<file path="src/rtl/grf_pkg.sv">
// Shared definitions for the multi-port register file: sizing helper,
// packed-port slicing and the write trace format.
package grf_pkg;

   localparam int PK_MAX = 256;
   localparam string TRACE_FMT = "%d@%h: $%d <= %h";

   function automatic int nregs_of(input int aw);
      return 1 << aw;
   endfunction

   // Field k of width w from a packed multi-port vector (zero-extended to PK_MAX)
   function automatic logic [PK_MAX-1:0] port_slice(input logic [PK_MAX-1:0] vec,
                                                    input int k, input int w);
      logic [PK_MAX-1:0] m;
      m = {PK_MAX{1'b1}} >> (PK_MAX - w);
      return (vec >> (k * w)) & m;
   endfunction

endpackage

</file>
<file path="src/rtl/grf_sb_cnt.sv">
// Pending-writer counter for one register: up on issue, down by up to two
// retires, clamped to [0, 2**CNT_W-1], cleared by flush.
module grf_sb_cnt #(
   parameter int CNT_W = 2
) (
   input  logic             clk,
   input  logic             reset,
   input  logic             inc,
   input  logic [1:0]       dec,
   input  logic             clr,
   output logic [CNT_W-1:0] cnt
);

   localparam int SW = CNT_W + 2;

   logic [SW-1:0] sum, nxt, cmax;

   assign cmax = SW'({CNT_W{1'b1}});

   always_comb begin
      sum = SW'(cnt) + SW'(inc);
      if (sum < SW'(dec)) nxt = '0;
      else                nxt = sum - SW'(dec);
      if (nxt > cmax)     nxt = cmax;
   end

   always_ff @(posedge clk or negedge reset) begin
      if (!reset)   cnt <= '0;
      else if (clr) cnt <= '0;
      else          cnt <= CNT_W'(nxt);
   end

endmodule

</file>
<file path="src/rtl/grf_mp.sv">
// Multi-port general register file: NRD forwarding read ports, two ordered
// write ports (W1 younger) and a per-register pending-write scoreboard.
module grf_mp
   import grf_pkg::*;
#(
   parameter int DATA_W = 32,
   parameter int ADDR_W = 5,
   parameter int NRD    = 3,
   parameter int CNT_W  = 2,
   parameter int TRACE  = 1
) (
   input  logic                  clk,
   input  logic                  reset,
   input  logic [NRD*ADDR_W-1:0] rd_addr,
   output logic [NRD*DATA_W-1:0] rd_data,
   output logic [NRD-1:0]        rd_busy,
   input  logic                  w0_en,
   input  logic [ADDR_W-1:0]     w0_addr,
   input  logic [DATA_W-1:0]     w0_data,
   input  logic [31:0]           w0_pc,
   input  logic                  w1_en,
   input  logic [ADDR_W-1:0]     w1_addr,
   input  logic [DATA_W-1:0]     w1_data,
   input  logic [31:0]           w1_pc,
   input  logic                  iss_valid,
   input  logic [ADDR_W-1:0]     iss_addr,
   output logic                  iss_ready,
   input  logic                  flush
);

   localparam int NREGS = nregs_of(ADDR_W);
   localparam int BW    = CNT_W + 2;
   localparam logic [CNT_W-1:0] CNT_MAX = '1;

   logic                         w0_act, w1_act;
   logic [NREGS-1:0][DATA_W-1:0] regs;
   logic [NREGS-1:0][CNT_W-1:0]  cnt;
   logic [NREGS-1:0][1:0]        dec;
   logic [PK_MAX-1:0]            rd_addr_ext;

   // Reset blocks writes, so neither forwarding nor retires happen under it
   assign w0_act      = w0_en & reset;
   assign w1_act      = w1_en & reset;
   assign rd_addr_ext = PK_MAX'(rd_addr);

   assign cnt[0] = '0;
   assign dec[0] = '0;

   // A retire to a saturated register frees a slot in the same cycle
   assign iss_ready = (iss_addr == '0) || (cnt[iss_addr] != CNT_MAX) || (dec[iss_addr] != 2'd0);

   for (genvar r = 1; r < NREGS; r++) begin : g_cnt
      logic h0, h1, inc;
      assign h0     = w0_act && (w0_addr == ADDR_W'(r));
      assign h1     = w1_act && (w1_addr == ADDR_W'(r));
      assign dec[r] = {h0 & h1, h0 ^ h1};
      assign inc    = iss_valid && iss_ready && !flush && (iss_addr == ADDR_W'(r));

      grf_sb_cnt #(.CNT_W(CNT_W)) u_cnt (
         .clk   (clk),
         .reset (reset),
         .inc   (inc),
         .dec   (dec[r]),
         .clr   (flush),
         .cnt   (cnt[r])
      );
   end

   // W1 assigned last so it wins a same-address collision
   always_ff @(posedge clk or negedge reset) begin
      if (!reset) begin
         regs <= '0;
      end else begin
         if (w0_en && w0_addr != '0) regs[w0_addr] <= w0_data;
         if (w1_en && w1_addr != '0) regs[w1_addr] <= w1_data;
      end
   end

   for (genvar k = 0; k < NRD; k++) begin : g_rd
      logic [ADDR_W-1:0] a;
      logic [DATA_W-1:0] d;

      assign a = ADDR_W'(port_slice(rd_addr_ext, k, ADDR_W));

      always_comb begin
         if (a == '0)                      d = '0;
         else if (w1_act && w1_addr == a)  d = w1_data;
         else if (w0_act && w0_addr == a)  d = w0_data;
         else                              d = regs[a];
      end

      assign rd_data[k*DATA_W +: DATA_W] = d;
      assign rd_busy[k] = (a != '0) && (BW'(cnt[a]) > BW'(dec[a]));
   end

`ifndef SYNTHESIS
   if (TRACE != 0) begin : g_trace
      always_ff @(posedge clk) begin
         if (reset && w0_en && w0_addr != '0)
            $display("%s", $sformatf(TRACE_FMT, $time, w0_pc, w0_addr, w0_data));
         if (reset && w1_en && w1_addr != '0)
            $display("%s", $sformatf(TRACE_FMT, $time, w1_pc, w1_addr, w1_data));
      end
   end
`endif

endmodule

</file>
<file path="config.mk">
export PLATFORM = sky130hd
export DESIGN_NAME = grf_mp
export DESIGN_NICKNAME = d
export VERILOG_FILES = /design/src/rtl/grf_pkg.sv /design/src/rtl/grf_sb_cnt.sv /design/src/rtl/grf_mp.sv
export SDC_FILE = /design/constraint.sdc
export NUM_CORES = 2
export LEC_CHECK = 0
export CAP_MARGIN = 25
export CORE_MARGIN = 5
export CORE_UTILIZATION = 51
export CTS_CLUSTER_SIZE = 28
export DETAILED_ROUTE_END_ITERATION = 10
export GPL_TIMING_DRIVEN = 0
export PLACE_DENSITY_LB_ADDON = 0.2
export REMOVE_ABC_BUFFERS = 1
export SLEW_MARGIN = 20
export SYNTH_ARGS = -nofsm -noshare
export SYNTH_HDL_FRONTEND = slang
export SYNTH_SLANG_ARGS = --single-unit
</file>
<file path="constraint.sdc">
create_clock -name clk -period 4.7 [get_ports clk]
set_input_delay 0.47 -clock clk [delete_from_list [all_inputs] [get_ports clk]]
set_output_delay 0.47 -clock clk [all_outputs]
set_load 0.005 [all_outputs]
</file>
==> results.sh <==
# yosys + openroad results
export IMPL_tightest_slew_ns=1.043
export IMPL_ys_warn_count=0
export IMPL_arrival_ns=4.41
export IMPL_async_reset_ff_share_pct=100.0
export IMPL_grt_overflow=0
export IMPL_worstSetupEndpointType="output port"
export IMPL_hold_ws_ns=-0.05345
export IMPL_warnings=109
export IMPL_setup_viol=7
export IMPL_crit_start="rd_addr[2]"
export IMPL_syn_area_mm2=0.08448
export IMPL_clockRootBuffer="clkbuf_16"
export IMPL_finalHoldViolCount=12
export IMPL_peakVddDrop_mv=0.4441
export IMPL_dp_hpwl_mm=216.4
export IMPL_holdCritPathClass="in2async"
export IMPL_power_density_mw_per_mm2=378.4
export IMPL_worst_r2r_path_depth=16
export IMPL_htree_num_levels=4
export IMPL_drive_gt1_share_pct=21.52
export IMPL_worst_slack_ns=-0.1800
export IMPL_gr_usage_met3_pct=14.61
export IMPL_vias=73920
export IMPL_totalWireLength_mm=359.3
export IMPL_row_count=149
export IMPL_gp_congestion=0.8714
export IMPL_via_per_inst=7.370
export IMPL_antenna_found_initial=17
export IMPL_grt_max_degree=136
export IMPL_core_area_mm2=0.1648
export IMPL_outcome="complete, but fails checks"
export IMPL_p_total_w=0.03676
export IMPL_netlist_instances=8049
export IMPL_top_cells_by_count="mux2i_1 (1380), dfrtp_1 (1086), nor2_1 (891)"
export IMPL_xor_share_pct=0.2903
export IMPL_lay_top_cells="mux2i_1 (1380), dfrtp_1 (1086), nor2_1 (855)"
export IMPL_area_leaders="dfrtp_1 (32%), mux4_2 (19%), mux2i_1 (16%)"
export IMPL_largest_area_cell="dfrtp_1"
export IMPL_wire_per_inst_um=35.82
export IMPL_n_fill_cell=13180
export IMPL_violations="negative hold slack, negative setup slack"
export IMPL_regToRegEndpoint="g_cnt[27].u_cnt.cnt[1]"
export IMPL_clockBufferDepth=3
[state kept, by name, summed over array words and instances, names as in the netlist]
name,flops
regs,1024
g_cnt.u_cnt.cnt,62
[metrics by stage]
step | hold WS [ns] | worst slack [ns] | area [um2]
after CTS | 0.03480 | 0.002371 | 96580
after global placement | 0.4023 | -60.84 | 84870
final | -0.05345 | -0.1800 | 97170
after detailed placement | 0.3628 | -2.123 | 90490
after floorplan | 0.1744 | -0.9514 | 80140
after global routing | 0.03093 | -0.03823 | 97150
[layout make-up]
cell class / count / area, um2 / share of cell area (%)
antenna: 12 / 30.03 / 0.03090
clock buffer: 204 / 3991 / 4.108
clock inverter: 37 / 401.6 / 0.4134
timing repair buffer: 533 / 8726 / 8.980
inverter: 138 / 518.0 / 0.5331
tap: 2189 / 2739 / 2.819
sequential: 1086 / 27180 / 27.97
multi-input combinational: 5831 / 53580 / 55.15
[critical path, stage by stage]
cell	delay (ns)
buf_8	0.13
buf_16	0.31
buf_16	0.27
or3_4	0.20
buf_16	0.30
nor3_4	0.12
buf_16	0.23
buf_16	0.18
or3b_4	0.43
buf_12	0.18
o32ai_1	0.78
clkdlybuf4s50_1	0.66
[report_power, final]
part | switching [W] | leakage, nW | internal, W
Clock | 0.00456 | 2.17 | 0.00619
Combinational | 0.00521 | 24.0 | 0.00648
Sequential | 0.00255 | 13.3 | 0.0118
Total | 0.0123 | 39.5 | 0.0244
[layer usage]
| layer | vias up | share of wire (%) |
|---|---|---|
| met5 | - | 0.015 |
| met4 | 4 | 8.2 |
| met3 | 1688 | 15 |
| met2 | 6354 | 42 |
| met1 | 36390 | 35 |
| li1 | 29490 | - |
[repair_timing]
action	4_1_cts	5_1_grt
hold endpoints to repair	268	0
hold buffers	8	0
setup endpoints to repair	162	51
cloned	29	10
resized	133	17
buffers inserted	26	22
pin swaps	17	6
floorplan.png
The bar under the picture is 100 um long. Pins as bars on the die edge. Tap cells in grey.
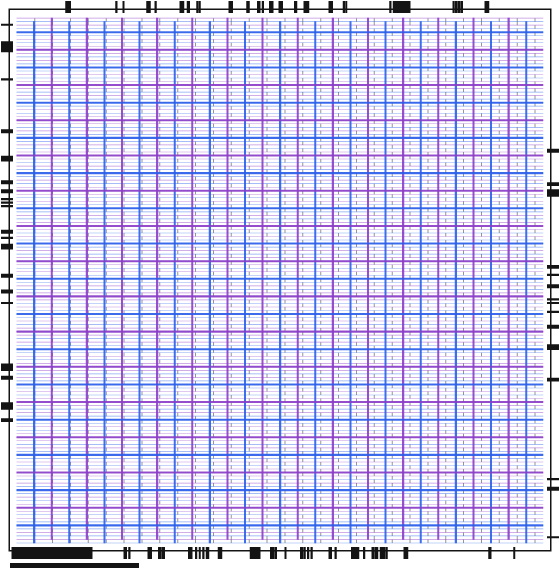
net	colour
VDD	purple
VSS	blue
met5 straps	29
signal pins	264

class_map.png
The bar under the picture is 100 um long.
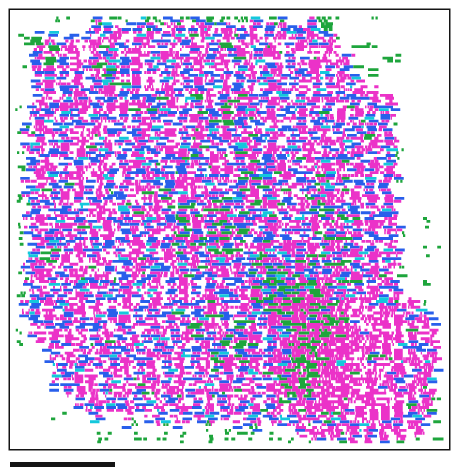
class	colour	cells
remaining buffers and delay cells	green	533
remaining logic cells	magenta	5969
clock drivers and dummy loads	cyan	241
sequential cells	blue	1086

Power is estimated from default activity; no workload was simulated.
